### Cells coloured by class

Drawn at 8 px/µm.
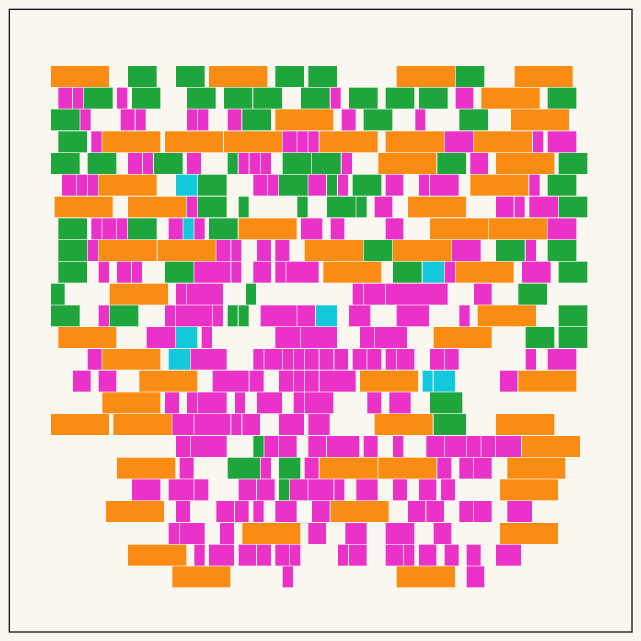
### Layout detail

Region (28, 28) to (78, 78) µm. Cells in grey, sequential cells in the stronger grey; small squares are vias.
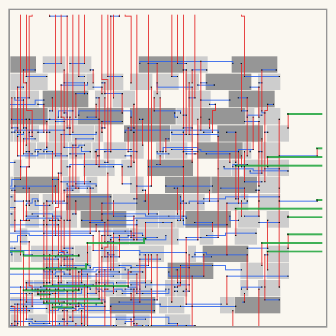
### Signal wires on met3

Drawn at 6 px/µm.
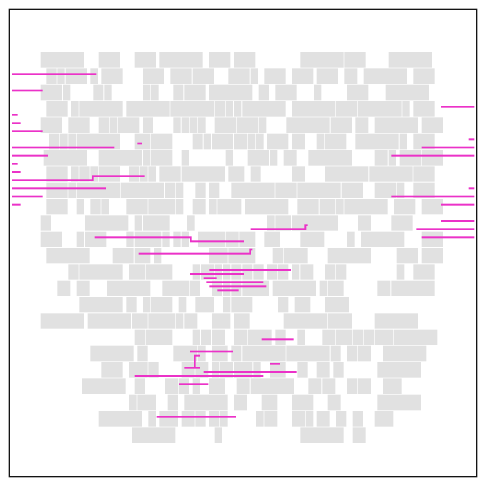
==> config.mk <==
export PLATFORM = sky130hd
export DESIGN_NAME = bus_initiator_flat
export DESIGN_NICKNAME = d
export VERILOG_FILES = /design/src/rtl/bus_initiator_if.sv /design/src/rtl/bus_initiator.sv /design/src/flat_wrapper.sv
export SDC_FILE = /design/constraint.sdc
export NUM_CORES = 1
export LEC_CHECK = 0
export CORE_MARGIN = 5
export CORE_UTILIZATION = 52
export CTS_BUF_LIST = sky130_fd_sc_hd__clkbuf_4
export DETAILED_ROUTE_END_ITERATION = 12
export GPL_TIMING_DRIVEN = 0
export PLACE_DENSITY = 0.8
export SETUP_SLACK_MARGIN = 0.1
export SKIP_CTS_REPAIR_TIMING = 1
export SLEW_MARGIN = 10
export SYNTH_ARGS = -nofsm -noshare
export SYNTH_HDL_FRONTEND = slang
export SYNTH_SLANG_ARGS = --single-unit
export TNS_END_PERCENT = 5
==> constraint.sdc <==
create_clock -name clk -period 2.6 [get_ports clk]
set_input_delay 0.78 -clock clk [delete_from_list [all_inputs] [get_ports clk]]
set_output_delay 0.78 -clock clk [all_outputs]
set_load 0.01 [all_outputs]
==> results.sh <==
# implementation run metrics
export IMPL_yosysUniqueCellTypes=45
export IMPL_powerDensity_nw_per_um2=687
export IMPL_antenna_found_initial=0
export IMPL_critPathMaxStageDelay_ps=540
export IMPL_overflow=0
export IMPL_fin_crit_ps=2290
export IMPL_via_per_inst=5.46
export IMPL_critPathBufInv=1
export IMPL_chipHeight_um=77.7
export IMPL_insertion_delay_ps=360
export IMPL_grt_usage_pct=17.4
export IMPL_fill_cells=371
export IMPL_cts_root_buf="clkbuf_4"
export IMPL_finalMaxSlewViolations=0
export IMPL_status="completed"
export IMPL_die_area_um2=6030
export IMPL_cp_arrival_ps=2590
export IMPL_syn_inst=267
export IMPL_grt_pass1_wl_um=8800
export IMPL_drv_cap=0
export IMPL_drc_errors=0
export IMPL_cp_top_family="simple AND/OR/NAND/NOR gates"
export IMPL_cp_data_required_time_ps=2900
export IMPL_mappedNetlistArea_um2=2380
export IMPL_critPathCaptureType="flip-flop"
export IMPL_leakagePower_nw=1.15
export IMPL_yosysWarnings=0
export IMPL_crit_chain="nor4_1, nand3_1, o31ai_2, o211ai_2, buf_6, a21oi_1"
export IMPL_cpMaxStageDelayCell="nor4_1"
export IMPL_hp_class="flip-flop to flip-flop"
export IMPL_tightest_slew_ps=597
export IMPL_grt_max_degree=17
export IMPL_period_used_pct=87.9
export IMPL_worstHoldPathCells=1
export IMPL_wl_per_cell_um=13.7
export IMPL_clk_transition_reported_paths_ps=140
export IMPL_yosysTopAreaCell="dfxtp_1"
export IMPL_critPathKind="flip-flop to flip-flop"
export IMPL_top_cell="dfxtp_1"
export IMPL_warning_count=32
export IMPL_synth_seq_cells=55
export IMPL_ctsHtreeMaxLevel=2
export IMPL_fmax_mhz=438
export IMPL_path_max_fanout=10
export IMPL_reg2reg_slack_ps=310
export IMPL_clock_sinks=55
export IMPL_ff_type="dfxtp_1"
export IMPL_ys_seq_share_pct=46.2
export IMPL_grt_setup_unrepaired="no"
export IMPL_tns_ps=0
export IMPL_hpwl_um=3940
export IMPL_ir_drop_uv=453
export IMPL_antenna_cells_inserted=0
export IMPL_hold_violations=0
export IMPL_start_kind="flip-flop"
export IMPL_cts_tree="yes"
export IMPL_async_flop_share_pct=0
export IMPL_worst_path_stages=6
export IMPL_rr_worst_depth=6
export IMPL_routabilityCongestion=0.856
export IMPL_edf_count=0
export IMPL_setup_viol=0
export IMPL_fp_nets=300
export IMPL_port_buffers=51
export IMPL_clock_skew_ps=12.5
Notes on 'Cells coloured by class' above:
clock drivers and dummy loads: drawn in cyan, cells 8, share of their area 1.8%. combinational and other logic: drawn in magenta, cells 197, share of their area 41%. flops: drawn in orange, cells 55, share of their area 37%. other buffers and delay cells: drawn in green, cells 66, share of their area 20%.
sequential share of cell area: 36.6%
fin area: 3010 µm²
Core Util, Final: 68.6%
core area: 4380 µm²
Rows: 24

Notes on 'Layout detail' above:
metal 1: drawn in blue. metal 3: drawn in green. metal 2: drawn in red.
150 logic cells have their middle in the window. Sequential cells in the window: 25. Most frequent: clkdlybuf4s50_1 (31), dfxtp_1 (25), nor2_1 (15).

Notes on 'Signal wires on met3' above:
The longest straight run is 21.2 µm. 36 nets have wire on it. The layer carries 337 µm of wire.
Routed WL: 5180 µm
met3 Use GR: 4.51%
total vias in the final route: 2,062

layout make-up:
cell class,instances,area (µm²),share of cell area (%)
inverters,9,33.8,1.12
plain buffers,15,83.8,2.79
repair buffers,51,510,17.0
well taps,52,65.1,2.16
clock inverters,3,15.0,0.499
flip-flops and latches,55,1100,36.6
clock buffers,5,37.5,1.25
multi-input cells,188,1160,38.6
power by group:
group / internal, mW / total, mW / switching [mW]
logic: 0.329 / 0.742 / 0.413
clock network: 0.0999 / 0.349 / 0.249
registers: 0.918 / 0.976 / 0.0575
total: 1.35 / 2.07 / 0.720
per-layer routing:
metal	track usage [%]	up-vias	wire length, µm
met1	22.9	939	2320
met4	4.64	0	45
met2	28.3	61	2470
li1	-	1058	-
met5	0	-	0
met3	4.51	4	336
cell families after synthesis:
| logic type | synth area share [%] |
|---|---|
| AND-OR/OR-AND | 18.0 |
| AND/OR/NAND/NOR | 23.3 |
| adder cells (fa/ha/maj) | 3.68 |
| multiplexers | 3.78 |
| buffers and inverters | 4.94 |
| flip-flops | 46.2 |
metrics by stage:
step	area, µm²	std cells	setup WS [ps]	hold WS (ps)	total power, mW
final	3010	378	315	427	2.07
after global routing	3010	378	171	452	2.21
after CTS	3010	378	315	434	2.08
after detailed placement	2960	370	142	402	1.74
after global placement	2960	370	143	392	1.72
after floorplan	2380	267	724	386	1.48
cells in the final DEF (no fill, tap or decap), types with 2 or more instances in the layout:
cell and n:
dfxtp_1 55, clkdlybuf4s50_1 51, nand2_1 33, a21oi_1 24, nor2_1 21, clkbuf_1 10
nand3_1 10, o21ai_0 10, inv_1 9, mux2i_1 9, and2_1 9, and3_1 7
ha_1 7, nand4_1 6, a31oi_1 5, clkbuf_4 5, nor3_1 4, or3_1 4
nor4_1 3, buf_6 3, a21oi_2 3, o21ai_1 2, o221a_2 2, a31o_2 2
o211ai_2 2, and3_2 2, or3_2 2, a21o_1 2, a41oi_1 2, nand2b_1 2
clkinv_1 2
No activity file was given, so power comes from the tool's default toggle rates.
